==> config.mk <==
export PLATFORM = sky130hd
export DESIGN_NAME = ym_ssg_regs_flat
export DESIGN_NICKNAME = d
export VERILOG_FILES = /design/src/rtl/ym_ssg_regs_if.sv /design/src/rtl/ym_ssg_regs.sv /design/src/flat_wrapper.sv
export SDC_FILE = /design/constraint.sdc
export NUM_CORES = 1
export LEC_CHECK = 0
export CORE_MARGIN = 8
export CORE_UTILIZATION = 25
export CTS_CLUSTER_DIAMETER = 100
export DETAILED_ROUTE_END_ITERATION = 8
export PLACE_DENSITY = 0.54
export SYNTH_ARGS = -nofsm -noshare
export SYNTH_HDL_FRONTEND = slang
export SYNTH_SLANG_ARGS = --single-unit
==> constraint.sdc <==
create_clock -name PHI_S -period 7.8 [get_ports PHI_S]
set_clock_uncertainty 0.1 [all_clocks]
set_input_delay 0.78 -clock PHI_S [delete_from_list [all_inputs] [get_ports PHI_S]]
set_output_delay 0.78 -clock PHI_S [all_outputs]
set_load 0.02 [all_outputs]
==> src/rtl/ym_ssg_regs_if.sv <==
// Z80-side access bus for the SSG register bank.
// The CPU drives the strobes and write data. The bank returns the read data and the busy flag.
interface ym_ssg_regs_if;
  logic       WR;
  logic       RD;
  logic       A0;
  logic [7:0] DIN;
  logic [7:0] DOUT;
  logic       BUSY;

  modport master (output WR, RD, A0, DIN, input DOUT, BUSY);
  modport slave  (input WR, RD, A0, DIN, output DOUT, BUSY);
endinterface

==> src/rtl/ym_ssg_regs.sv <==
// SSG register bank: address latch, register decode, read-back mux and post-write busy window.
// A write to the shape register produces a one-cycle ENV_RESTART strobe.
module ym_ssg_regs #(
  parameter int BUSY_CYCLES = 4
) (
  input  logic         PHI_S,
  input  logic         RESET,
  ym_ssg_regs_if.slave bus,
  output logic [11:0]  SSG_FREQ_A,
  output logic [11:0]  SSG_FREQ_B,
  output logic [11:0]  SSG_FREQ_C,
  output logic [4:0]   SSG_NOISE,
  output logic [5:0]   SSG_EN,
  output logic [4:0]   SSG_VOL_A,
  output logic [4:0]   SSG_VOL_B,
  output logic [4:0]   SSG_VOL_C,
  output logic [15:0]  SSG_ENV_FREQ,
  output logic [3:0]   SSG_ENV,
  output logic         ENV_RESTART
);

  logic [7:0]  addr_q,      addr_d;
  logic [11:0] freq_q [3];
  logic [11:0] freq_d [3];
  logic [4:0]  vol_q  [3];
  logic [4:0]  vol_d  [3];
  logic [4:0]  noise_q,     noise_d;
  logic [5:0]  en_q,        en_d;
  logic [15:0] env_freq_q,  env_freq_d;
  logic [3:0]  env_q,       env_d;
  logic        restart_q,   restart_d;
  logic [7:0]  busy_cnt_q,  busy_cnt_d;
  logic [7:0]  dout_q,      dout_d;

  logic       busy;
  logic       wr_accept;
  logic [7:0] rd_data;

  assign busy      = (busy_cnt_q != 8'd0);
  assign wr_accept = bus.WR && bus.A0 && !busy && (addr_q[7:4] == 4'd0);

  // Read-back value of the currently addressed register, zero-extended.
  always_comb begin
    rd_data = 8'h00;
    if (addr_q[7:4] == 4'd0) begin
      case (addr_q[3:0])
        4'h0:    rd_data = freq_q[0][7:0];
        4'h1:    rd_data = {4'h0, freq_q[0][11:8]};
        4'h2:    rd_data = freq_q[1][7:0];
        4'h3:    rd_data = {4'h0, freq_q[1][11:8]};
        4'h4:    rd_data = freq_q[2][7:0];
        4'h5:    rd_data = {4'h0, freq_q[2][11:8]};
        4'h6:    rd_data = {3'b000, noise_q};
        4'h7:    rd_data = {2'b00, en_q};
        4'h8:    rd_data = {3'b000, vol_q[0]};
        4'h9:    rd_data = {3'b000, vol_q[1]};
        4'hA:    rd_data = {3'b000, vol_q[2]};
        4'hB:    rd_data = env_freq_q[7:0];
        4'hC:    rd_data = env_freq_q[15:8];
        4'hD:    rd_data = {4'h0, env_q};
        default: rd_data = 8'h00;
      endcase
    end
  end

  always_comb begin
    addr_d     = addr_q;
    freq_d     = freq_q;
    vol_d      = vol_q;
    noise_d    = noise_q;
    en_d       = en_q;
    env_freq_d = env_freq_q;
    env_d      = env_q;
    restart_d  = 1'b0;
    dout_d     = dout_q;
    busy_cnt_d = busy ? busy_cnt_q - 8'd1 : busy_cnt_q;

    if (bus.WR) begin
      if (!bus.A0) begin
        addr_d = bus.DIN;
      end else if (wr_accept) begin
        busy_cnt_d = 8'(BUSY_CYCLES);
        for (int ch = 0; ch < 3; ch++) begin
          if (addr_q[3:0] == 4'(2 * ch))     freq_d[ch][7:0]  = bus.DIN;
          if (addr_q[3:0] == 4'(2 * ch + 1)) freq_d[ch][11:8] = bus.DIN[3:0];
          if (addr_q[3:0] == 4'(8 + ch))     vol_d[ch]        = bus.DIN[4:0];
        end
        case (addr_q[3:0])
          4'h6:    noise_d           = bus.DIN[4:0];
          4'h7:    en_d              = bus.DIN[5:0];
          4'hB:    env_freq_d[7:0]   = bus.DIN;
          4'hC:    env_freq_d[15:8]  = bus.DIN;
          4'hD: begin
            env_d     = bus.DIN[3:0];
            restart_d = 1'b1;
          end
          default: ;
        endcase
      end
    end else if (bus.RD) begin
      dout_d = bus.A0 ? rd_data : {busy, 7'b0000000};
    end
  end

  always_ff @(posedge PHI_S or posedge RESET) begin
    if (RESET) begin
      addr_q     <= 8'h00;
      for (int ch = 0; ch < 3; ch++) begin
        freq_q[ch] <= 12'h000;
        vol_q[ch]  <= 5'h00;
      end
      noise_q    <= 5'h00;
      en_q       <= 6'h00;
      env_freq_q <= 16'h0000;
      env_q      <= 4'h0;
      restart_q  <= 1'b0;
      busy_cnt_q <= 8'h00;
      dout_q     <= 8'h00;
    end else begin
      addr_q     <= addr_d;
      freq_q     <= freq_d;
      vol_q      <= vol_d;
      noise_q    <= noise_d;
      en_q       <= en_d;
      env_freq_q <= env_freq_d;
      env_q      <= env_d;
      restart_q  <= restart_d;
      busy_cnt_q <= busy_cnt_d;
      dout_q     <= dout_d;
    end
  end

  assign bus.DOUT     = dout_q;
  assign bus.BUSY     = busy;
  assign SSG_FREQ_A   = freq_q[0];
  assign SSG_FREQ_B   = freq_q[1];
  assign SSG_FREQ_C   = freq_q[2];
  assign SSG_NOISE    = noise_q;
  assign SSG_EN       = en_q;
  assign SSG_VOL_A    = vol_q[0];
  assign SSG_VOL_B    = vol_q[1];
  assign SSG_VOL_C    = vol_q[2];
  assign SSG_ENV_FREQ = env_freq_q;
  assign SSG_ENV      = env_q;
  assign ENV_RESTART  = restart_q;

endmodule

==> src/flat_wrapper.sv <==
// flat-port wrapper written by rule: the top's interface ports become plain ports
module ym_ssg_regs_flat 
#(
  parameter int BUSY_CYCLES = 4
)
  (PHI_S, RESET, SSG_FREQ_A, SSG_FREQ_B, SSG_FREQ_C, SSG_NOISE, SSG_EN, SSG_VOL_A, SSG_VOL_B, SSG_VOL_C, SSG_ENV_FREQ, SSG_ENV, ENV_RESTART, bus_WR, bus_RD, bus_A0, bus_DIN, bus_DOUT, bus_BUSY);
  ym_ssg_regs_if bus_i ();
  input  logic PHI_S;
  input  logic RESET;
  output logic [11:0] SSG_FREQ_A;
  output logic [11:0] SSG_FREQ_B;
  output logic [11:0] SSG_FREQ_C;
  output logic [4:0] SSG_NOISE;
  output logic [5:0] SSG_EN;
  output logic [4:0] SSG_VOL_A;
  output logic [4:0] SSG_VOL_B;
  output logic [4:0] SSG_VOL_C;
  output logic [15:0] SSG_ENV_FREQ;
  output logic [3:0] SSG_ENV;
  output logic ENV_RESTART;
  input wire logic [$bits(bus_i.WR)-1:0] bus_WR;
  input wire logic [$bits(bus_i.RD)-1:0] bus_RD;
  input wire logic [$bits(bus_i.A0)-1:0] bus_A0;
  input wire logic [$bits(bus_i.DIN)-1:0] bus_DIN;
  output wire logic [$bits(bus_i.DOUT)-1:0] bus_DOUT;
  output wire logic [$bits(bus_i.BUSY)-1:0] bus_BUSY;
  assign bus_i.WR = bus_WR;
  assign bus_i.RD = bus_RD;
  assign bus_i.A0 = bus_A0;
  assign bus_i.DIN = bus_DIN;
  assign bus_DOUT = bus_i.DOUT;
  assign bus_BUSY = bus_i.BUSY;
  ym_ssg_regs #(.BUSY_CYCLES(BUSY_CYCLES)) u_core (.PHI_S(PHI_S), .RESET(RESET), .bus(bus_i), .SSG_FREQ_A(SSG_FREQ_A), .SSG_FREQ_B(SSG_FREQ_B), .SSG_FREQ_C(SSG_FREQ_C), .SSG_NOISE(SSG_NOISE), .SSG_EN(SSG_EN), .SSG_VOL_A(SSG_VOL_A), .SSG_VOL_B(SSG_VOL_B), .SSG_VOL_C(SSG_VOL_C), .SSG_ENV_FREQ(SSG_ENV_FREQ), .SSG_ENV(SSG_ENV), .ENV_RESTART(ENV_RESTART));
endmodule
==> results_slide.txt, run 1 <==
Physical Implementation Snapshot

Setup path
  • Worst endpoint required time: just under 7000 ps
  • Slowest CP cell: clkdlybuf4s50_1
  • Crit path arrival time: 2420 ps
  • Top cell family by delay on the critical path: buffers and inverters
  • Worst path cell trace: inv_1 -> ha_1 -> nor4b_2 -> and2_1 -> inv_6 -> clkdlybuf4s50_1
  • Worst-path maximum fanout: 18
  • CP Launch Type: flip-flop
  • Critical path destination: bus_BUSY
  • Reg-to-Reg End: u_core.SSG_FREQ_B[6]
  • R2R setup slack: 4770 ps
  • Number of cells on the critical path: 6
  • CP peak stage delay: 580 ps
  • CP bufs+invs: 3
  • Worst Reg-to-Reg Cells: 5
  • Worst r2r src: u_core.addr_q[2]

Cells and area
  • Share of layout cells above drive strength 1: 27.94%
  • Area growth syn-to-layout: 31.40%
  • Commonest Layout Cell: dfrtp_1
  • Commonest non-fill, non-tap cells in the layout: dfrtp_1, clkdlybuf4s50_1, mux2_2, nand2_1
  • Logic area: around 2400 um^2
  • Number of diodes: 0
  • Final #Nets: 511
  • Non-Filler Instances: 776
  • # fillers: around 2100

Logic synthesis
  • Synthesized area per cell: 13.08 um^2
  • Sequential share of the synthesized area: 50.94%
  • Synth Cell Area: 5256 um^2
  • Leading cell types by count after synthesis: dfrtp_1, mux2_2, nand2_1
  • EDFF count, synth: 0
  • YS warnings: 0
  • Yosys cell count: between 400 and 500
  • Flops after synth: 107
  • Post-synth top area cell: dfrtp_1
  • Async set-or-reset flop fraction in the synthesized netlist: 100.0%
  • Chip area line of the yosys report: 5256 um^2
  • Most numerous cell in the Yosys netlist: dfrtp_1
  • Main synth FF type: dfrtp_1
  • Max-area cell share: ~50%
  • Syn_nets: between 400 and 500
  • Synth unique cells: 66

Timing
  • Setup violations, final: 0
  • Fmax: 303.4 MHz
  • Post-layout minimum cycle time: about 3300 ps
  • Fin. max-slew vios: 0
  • Crit share post-route: between 40% and 50%
  • Worst hold slack: 421.8 ps
  • Setup WS post-layout: 4504 ps
  • RSZ-0062 raised after global routing: no

GRT
  • Number of global-route vias before repair: about 3900
  • Grt ovf: 0
  • Largest net degree at the start of global routing: between 60 and 70
  • First-pass GRT wire length: 25930 um

Route
  • Pre-antenna DRT Iters: 4
  • Met2 wire length: 8219 um
  • Drt initial violations: 285
  • Top routing layer in use: met4
  • Antenna-violating nets left: 0
  • Via count: 3733
  • Routed len/inst: 21.96 um
  • Vias/cell: 4.811

Die
  • Starting Density: 25.24%
  • Die H: 161 um
  • Die ar.: between 20000 and 30000 um^2
  • Die width: about 160 um
  • Ports: 105

Clock tree
  • CTS tree: yes
  • Postcts setup bufs: 0
  • Clock slew at reported path FFs: 70 ps
  • Root buffer cell: clkbuf_16
  • Cts bufs inserted: 9
  • # clock sinks: ~110
  • Cts hold-fix bufs: 0

Placed design
  • Setup WS pre-CTS: 4497 ps
  • Final GP Congestion: 0.7951
  • Buffers added on ports: 104
  • DP HPWL: 12330 um
  • Dpl cells: 761

Job
  • Count of tool warnings: 26
  • Max cap viols: 0

Pwr
  • Pwr dens: roughly 200 nW/um^2
  • Worst VDD drop: approximately 0.00010 V
  • Leak: 2.944 nW

Hold path
  • Hold path cells: 2
  • Hold endpoint: u_core.bus.DOUT[6]
  • Hold_sp: u_core.bus.DOUT[6]

Status
  • Status: complete, no violations
-- run 1: area by class of cell --
class	count	area share, %
sequential	107	38.77
multi-input combinational	260	35.07
timing repair buffer	109	15.62
tap	275	4.982
clock buffer	9	3.261
clock inverter	6	1.649
inverter	10	0.6522
-- run 1: flip-flops by register name, indices dropped and copies added (netlist names), 6 cells and up --
signal	flops
u_core.SSG_EN	6
u_core.SSG_ENV_FREQ	16
u_core.addr_q	8
u_core.bus.DOUT	8
u_core.SSG_FREQ_A	12
u_core.SSG_FREQ_C	12
u_core.SSG_FREQ_B	12
u_core.busy_cnt_q	8
-- run 1: through the flow --
step	area [um^2]	power, mW
CTS	6907	1.375
global route	6907	1.426
detailed placement	6568	0.8506
finish	6907	1.362
global placement	6568	0.8382
floorplan	5256	0.7770
-- run 1: cell families (layout without fill, tap and decap cells) --
| group | count (synthesis) | after routing | synth area share [%] |
|---|---|---|---|
| flip-flops | 107 | 107 | 50.94 |
| XOR/XNOR | 1 | 1 | 0.1667 |
| adder cells (fa/ha/maj) | 1 | 1 | 0.2380 |
| multiplexers | 107 | 107 | 23.73 |
| AND-OR/OR-AND | 62 | 62 | 8.974 |
| AND/OR/NAND/NOR | 89 | 89 | 12.97 |
| buffers and inverters | 35 | 134 | 2.975 |
-- run 1: report_power, final --
| part | switching (mW) | leakage [nW] | total, mW | internal (mW) |
|---|---|---|---|---|
| clock network | 0.209 | 0.158 | 0.522 | 0.313 |
| registers | 0.0379 | 1.46 | 0.625 | 0.587 |
| logic | 0.136 | 1.32 | 0.215 | 0.0793 |
| total | 0.382 | 2.94 | 1.36 | 0.979 |
-- run 1: routing by layer --
layer,global-route usage [%],vias to the layer above
met5,0,-
met4,3.577,0
met3,3.436,15
met2,21.45,106
met1,17.14,1907
li1,-,1705
### Floorplan with the power grid, run 1

Bar = 50 um. Pins as bars on the die edge.
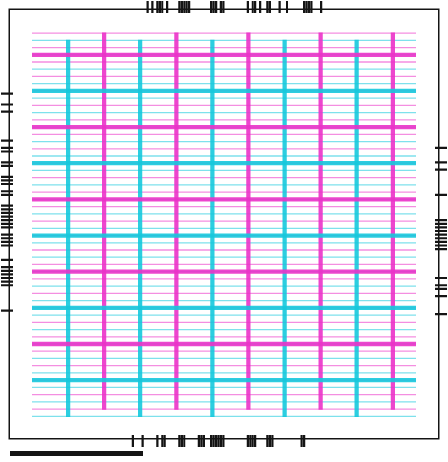
| net | color |
|---|---|
| VDD | magenta |
| VSS | cyan |
met5 straps: 10
met4 straps: 10
met1 rails: 54

### Placement by cell class, run 1

Bar = 50 um.
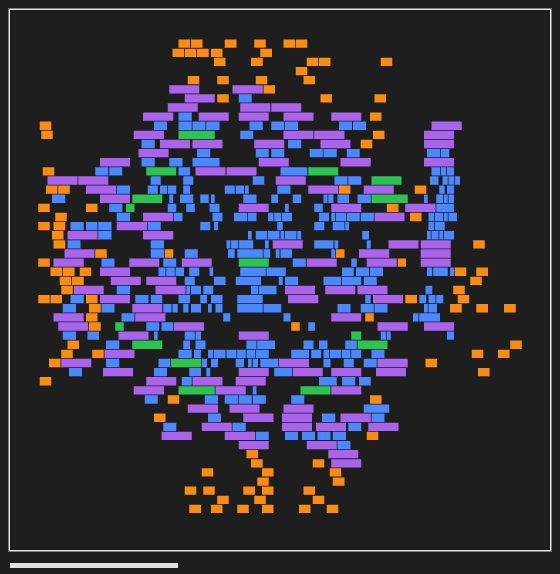
| class | color | cells | share of their area |
|---|---|---|---|
| other buffers and delay cells | orange | 109 | 16% |
| all other logic | blue | 270 | 38% |
| flip-flops | purple | 107 | 41% |
| clock drivers and dummy loads | green | 15 | 5.2% |
core area: 20820 um^2
Finished Cell Area: 6907 um^2
row cnt: 53
Seq area share: 38.77%
Layout Utilization: 33.17%

### Clock distribution, run 1

Bar = 50 um.
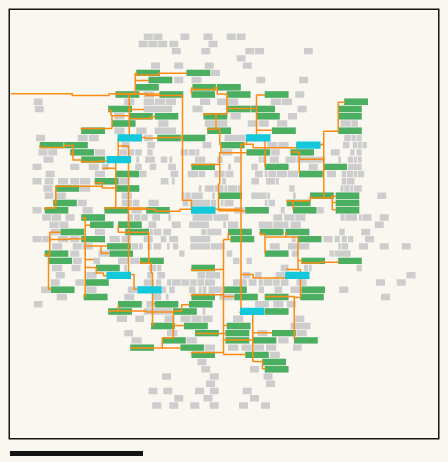
[cells driving clock nets] cyan | count: 9
[clock wires] orange | length: 1360 um
[flip-flops] green | count: 107
routed clock nets: 10

### Signal wires by layer, run 1

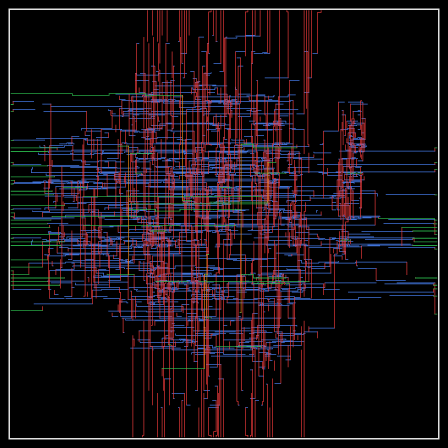

==> run 1 -> run 2 <==
--- a/config.mk
+++ b/config.mk
@@ -9,7 +9,7 @@
 export CORE_UTILIZATION = 25
 export CTS_CLUSTER_DIAMETER = 100
 export DETAILED_ROUTE_END_ITERATION = 8
-export PLACE_DENSITY = 0.54
+export PLACE_DENSITY = 0.55
 export SYNTH_ARGS = -nofsm -noshare
 export SYNTH_HDL_FRONTEND = slang
 export SYNTH_SLANG_ARGS = --single-unit
==> constraint.sdc (replaced) <==
create_clock -name PHI_S -period 2.9 [get_ports PHI_S]
set_clock_uncertainty 0.1 [all_clocks]
set_input_delay 0.29 -clock PHI_S [delete_from_list [all_inputs] [get_ports PHI_S]]
set_output_delay 0.29 -clock PHI_S [all_outputs]
set_load 0.02 [all_outputs]
### Signal wires by layer, run 2

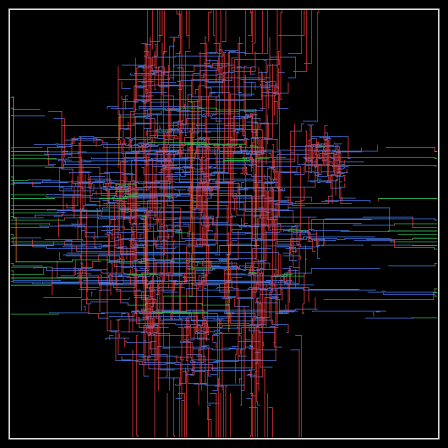
| layer | color | wire length |
|---|---|---|
| met4 | orange | 271 um |
| met1 | blue | 8170 um |
| met2 | red | 8380 um |
| met3 | green | 1050 um |
routed len/inst: 22.59 um
Tot GR Track Use: 13.94%
routed wire length: 17870 um
via count: 3911

==> run 2 against run 1 <==
Worst setup slack got worse by 4300 ps. Critical path depth did not move. Via count rose by 4.8%. Non-clock buffer count rose by 14. Die area did not move. Register-to-register slack got worse by 4500 ps. Global-route usage rose by 0.72 points. Largest cell class unchanged. Critical endpoint unchanged. Synthesized cell count did not move. Sequential power rose to 2.7 times the previous value. Worst hold slack got worse by 79 ps. Combinational power rose to 2.8 times the previous value. Highest routed layer unchanged. Critical path type unchanged. Clock power rose to 2.6 times the previous value.
==> results_slide.txt, run 2 <==
Physical Implementation Snapshot

Status
  • Status: complete, no violations

Timing
  • Setup violations, final: 0
  • Fmax: around 370 MHz
  • Fin. max-slew vios: 0
  • RSZ-0062 raised after global routing: no
  • Crit share post-route: 94.46%
  • Post-layout minimum cycle time: around 2700 ps

Setup path
  • Worst path cell trace: inv_1 -> ha_1 -> nor4b_2 -> and2_4 -> inv_6 -> clkdlybuf4s50_1
  • Reg-to-Reg End: u_core.SSG_EN[2]
  • Slowest CP cell: clkdlybuf4s50_1
  • CP peak stage delay: 700 ps
  • Worst-path maximum fanout: 18
  • Worst endpoint required time: around 2500 ps
  • Worst r2r src: u_core.busy_cnt_q[0]
  • CP Launch Type: flip-flop
  • Crit path arrival time: 2350 ps
  • Critical path destination: bus_BUSY
  • Worst Reg-to-Reg Cells: 7
  • R2R setup slack: 310 ps

Clock tree
  • CTS tree: yes
  • Root buffer cell: clkbuf_16
  • # clock sinks: 107
  • Clock slew at reported path FFs: 70 ps
  • Clk latency late pin: 360 ps
  • Cts hold-fix bufs: 0
  • Cts bufs inserted: 9

Logic synthesis
  • Synth unique cells: 66
  • Post-synth top area cell: dfrtp_1
  • EDFF count, synth: 0
  • Max-area cell share: between 50% and 60%
  • Yosys cell count: 402
  • Syn_nets: around 420
  • Chip area line of the yosys report: 5256 um^2
  • YS warnings: 0
  • Most numerous cell in the Yosys netlist: dfrtp_1
  • Synth Cell Area: about 5300 um^2
  • Main synth FF type: dfrtp_1
  • Async set-or-reset flop fraction in the synthesized netlist: 100.0%
  • Synthesized area per cell: between 10 and 15 um^2
  • Leading cell types by count after synthesis: dfrtp_1, mux2_2, nand2_1
  • Sequential share of the synthesized area: 50.94%

Route
  • Pre-antenna DRT Iters: 5
  • Drt initial violations: about 370
  • Vias/cell: 4.944
  • Antenna-violating nets left: 0

Die
  • Starting Density: 25.24%
  • Core area: around 21000 um^2
  • Die ar.: 25920 um^2
  • Ports: 105

Job
  • Count of tool warnings: 28
  • Max cap viols: 0

Pwr
  • Biggest consumer: sequential cells
  • Combinational power: 612 uW
  • Pwr Total: 3.638 mW
  • Seq. pwr: 1.67 mW
  • Clk pwr: approximately 1.4 mW
  • Net switching fraction of the power: 29.08%
  • Sw power: 1.058 mW
  • Leak: 3.021 nW
  • Flop pwr share: 46.0%
  • Internal: 2.580 mW
  • Pwr dens: between 500 and 600 nW/um^2
  • Clock network power share: a little under two fifths
  • Comb pwr share: 16.8%

Cells and area
  • Area growth syn-to-layout: 33.97%
  • Share of layout cells above drive strength 1: 30.23%
  • Commonest non-fill, non-tap cells in the layout: dfrtp_1, clkdlybuf4s50_1, mux2_2, nand2_1, buf_4
  • Max reg flops: 16
  • # fillers: 2085
  • Layout Utilization: 33.82%
  • Commonest Layout Cell: dfrtp_1
  • Final #Nets: approximately 530

GRT
  • First-pass GRT wire length: 27440 um
  • Number of global-route vias before repair: between 4000 and 5000
  • Largest net degree at the start of global routing: 108
  • Grt ovf: 0

Placed design
  • Final GP Congestion: 0.7808
  • DP HPWL: 12840 um
  • Buffers added on ports: 104
### Floorplan with the power grid, run 2

Bar = 50 um. Pins as bars on the die edge.
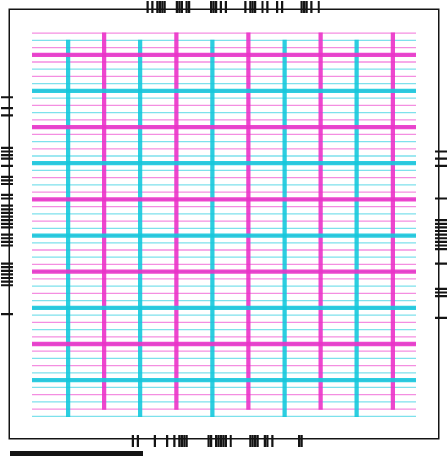
| net | color |
|---|---|
| VDD | magenta |
| VSS | cyan |
met5 straps: 10
signal pins: 105
met4 straps: 10
met1 rails: 54
die width: 161 um
Worst VDD drop: 0.0003632 V
Die H: 161 um

-- run 2: cell types whose count changed in the layout (fill, tap and decap cells not counted), sizes merged --
cell and change:
inv -2, clkinvlp +1, bufinv -1, clkbuf +1
buf +14, clkinv +2
-- run 2: critical path, delay by kind of cell (launching register included) --
family / cells / cell delay, ps
and+or+nand+nor: 2 / 360
adders and majority gates: 1 / 230
buffers and inverters: 3 / 990
DFF: 1 / 410
-- run 2: layout make-up --
cell class	instances	area, um^2	area share (%)
Sequential cell	107	2678	38.02
Multi-Input combinational cell	260	2425	34.44
Timing Repair Buffer	123	1221	17.34
Tap cell	275	344.1	4.886
Clock buffer	10	239.0	3.394
Clock inverter	6	88.84	1.262
Inverter	10	46.29	0.6574
-- run 2: routing by layer --
layer | vias to the layer above | share of wire [%] | GRT usage [%]
li1 | 1735 | - | -
met1 | 2022 | 46 | 18.34
met5 | - | 0 | 0
met3 | 15 | 5.9 | 3.894
met4 | 0 | 1.5 | 3.998
met2 | 139 | 47 | 21.96
-- run 2: metrics by stage --
step,instances,hold WS [ps],setup WS (ps),area (um^2)
6_report,791,342.7,160.6,7042
3_5_place_dp,775,403.4,168.7,6711
4_1_cts,791,388.5,18.35,7039
3_3_place_gp,775,398.8,285.5,6711
2_1_floorplan,402,324.7,576.6,5260
5_1_grt,791,398.6,32.82,7042
-- run 2: cell families after synthesis --
kind of cell | synth area share, %
multiplexers | 23.73
AND/OR/NAND/NOR | 12.97
adder cells (fa/ha/maj) | 0.2380
flip-flops | 50.94
buffers and inverters | 2.975
AND-OR/OR-AND | 8.974
XOR/XNOR | 0.1667
-- run 2: repair_timing --
action,in CTS,in global routing
endpoints found under the setup margin,0,12
buffers inserted,0,0
gates resized,0,2
==> run 2 -> run 3 <==
--- a/config.mk
+++ b/config.mk
@@ -5,6 +5,7 @@
 export SDC_FILE = /design/constraint.sdc
 export NUM_CORES = 1
 export LEC_CHECK = 0
+export CAP_MARGIN = 20
 export CORE_MARGIN = 8
 export CORE_UTILIZATION = 25
 export CTS_CLUSTER_DIAMETER = 100
==> constraint.sdc (replaced) <==
create_clock -name PHI_S -period 2.5 [get_ports PHI_S]
set_clock_uncertainty 0.1 [all_clocks]
set_input_delay 0.25 -clock PHI_S [delete_from_list [all_inputs] [get_ports PHI_S]]
set_output_delay 0.25 -clock PHI_S [all_outputs]
set_load 0.02 [all_outputs]
### Placement by cell class, run 3

Bar = 50 um.
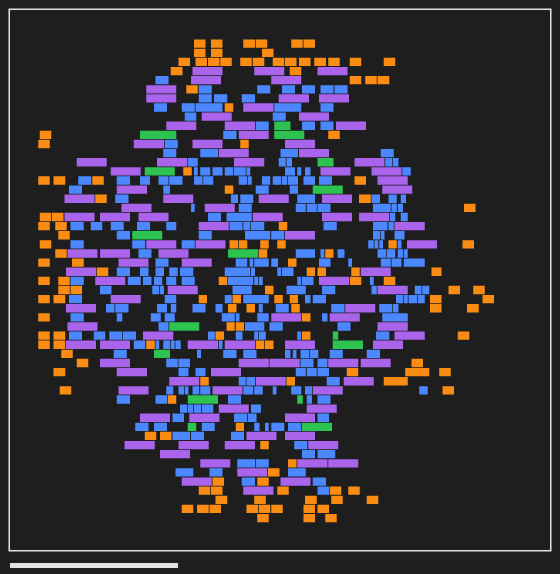
| class | color | cells | share of their area |
|---|---|---|---|
| flip-flops | purple | 107 | 39% |
| all other logic | blue | 270 | 36% |
| clock drivers and dummy loads | green | 16 | 4.6% |
| other buffers and delay cells | orange | 145 | 20% |

==> run 3 against run 2 <==
Clock power rose by about 10%. Critical endpoint is now u_core.SSG_FREQ_C[9]. Highest routed layer unchanged. Worst hold slack worse by 90 ps. Sequential share of layout area fell by 0.76 points.
==> results_slide.txt, run 3 <==
Physical Implementation Snapshot

Die
  • Core area: 20820 um^2
  • Starting Density: 25.24%
  • Row cnt: about 53

Pwr
  • Flop pwr share: between 40 and 50%
  • Combinational power: around 740 uW
  • Net switching fraction of the power: 28.98%
  • Biggest consumer: sequential cells
  • Worst VDD drop: 0.0002920 V
  • Pwr dens: between 500 and 600 nW/um^2
  • Clock network power share: 35.7%

Clock tree
  • # clock sinks: about 110
  • Postcts setup bufs: 0
  • Cts hold-fix bufs: 0
  • Cts bufs inserted: 9

Placed design
  • Final GP Congestion: 0.8336
  • Buffers added on ports: roughly 100
  • DP HPWL: 13270 um

Logic synthesis
  • Leading cell types by count after synthesis: dfrtp_1, mux2_2, nand2_1
  • Synth unique cells: 66
  • Sequential share of the synthesized area: between 50% and 60%
  • Post-synth top area cell: dfrtp_1
  • YS warnings: 0
  • Chip area line of the yosys report: 5256 um^2
  • Main synth FF type: dfrtp_1
  • Most numerous cell in the Yosys netlist: dfrtp_1

Setup path
  • R2R setup slack: ~100 ps
  • CP Launch Type: flip-flop
  • Top cell family by delay on the critical path: simple AND/OR/NAND/NOR gates
  • CP bufs+invs: 3

Cells and area
  • Final #Nets: approximately 550
  • Logic area: 2431 um^2
  • Max reg flops: 16
  • Share of layout cells above drive strength 1: approximately 33%
  • Commonest Layout Cell: dfrtp_1
  • Area growth syn-to-layout: 36.71%

Route
  • Drt initial violations: 270
  • Pre-antenna DRT Iters: 4
  • Antenna-violating nets left: 0
  • Via count: 3993

Timing
  • Setup WS post-layout: 99.54 ps
  • Setup violations, final: 0
  • Post-layout minimum cycle time: 2400 ps
  • Fmax: 416.6 MHz

Status
  • Status: complete, no violations

GRT
  • Largest net degree at the start of global routing: 60
### Congestion heat map, run 3

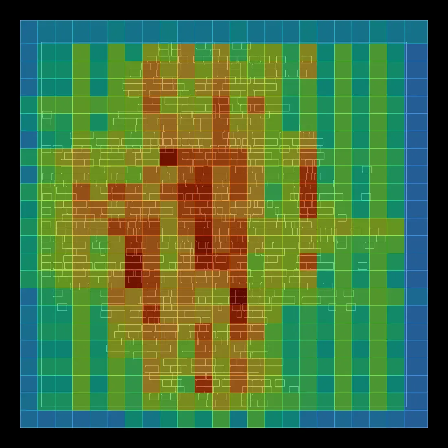
met1 usage in global routing: 18.39%
met3 Use GR: 2.825%
grt peak-use layer: met2
Layout Utilization: 34.51%
GRT met2 Usage: 22.12%

[run 3: stage by stage]
| stage | hold WS (ps) | TNS, ps | total power [mW] | instance area, um^2 |
|---|---|---|---|---|
| finish | 252.2 | 0 | 4.189 | 7186 |
| detailed placement | 409.9 | 0 | 2.719 | 6857 |
| global placement | 397.1 | 0 | 2.686 | 6857 |
| floorplan | 284.7 | 0 | 2.425 | 5260 |
| CTS | 273.9 | 0 | 4.223 | 7169 |
| global route | 301.3 | -45.95 | 4.370 | 7186 |
[run 3: final cells by class]
type | count | area share (%)
flip-flops and latches | 107 | 37.26
multi-input cells | 260 | 33.83
repair buffers | 145 | 19.10
well taps | 275 | 4.788
clock buffers | 12 | 3.709
clock inverters | 4 | 0.6617
inverters | 10 | 0.6443
[run 3: kinds of logic after synthesis]
logic type / after synthesis / share of synthesized area (%)
flops: 107 / 50.94
compound gates: 62 / 8.974
buf+inv: 35 / 2.975
simple gates: 89 / 12.97
xor+xnor: 1 / 0.1667
mux: 107 / 23.73
fa+ha+maj: 1 / 0.2380
[run 3: worst paths after layout]
path / start / endpoint
setup / recovery: u_core.busy_cnt_q[0] / u_core.SSG_FREQ_C[9]
hold reg to reg: u_core.bus.DOUT[5] / u_core.bus.DOUT[5]
max in group asynchronous: RESET / u_core.SSG_FREQ_A[9]
min in group PHI_S: u_core.bus.DOUT[5] / u_core.bus.DOUT[5]
setup reg to reg: u_core.busy_cnt_q[0] / u_core.SSG_FREQ_C[9]
hold / removal: RESET / u_core.addr_q[6]
[run 3: routing by layer]
layer / share of wire, % / wire, um / global-route usage [%] / vias up
li1: - / - / - / 1777
met1: 45 / 8046 / 18.39 / 2055
met2: 47 / 8467 / 22.12 / 137
met3: 5.6 / 1001 / 2.825 / 24
met4: 1.8 / 312 / 4.966 / 0
met5: 0 / 0 / 0 / -
Power is estimated from default activity; no workload was simulated.
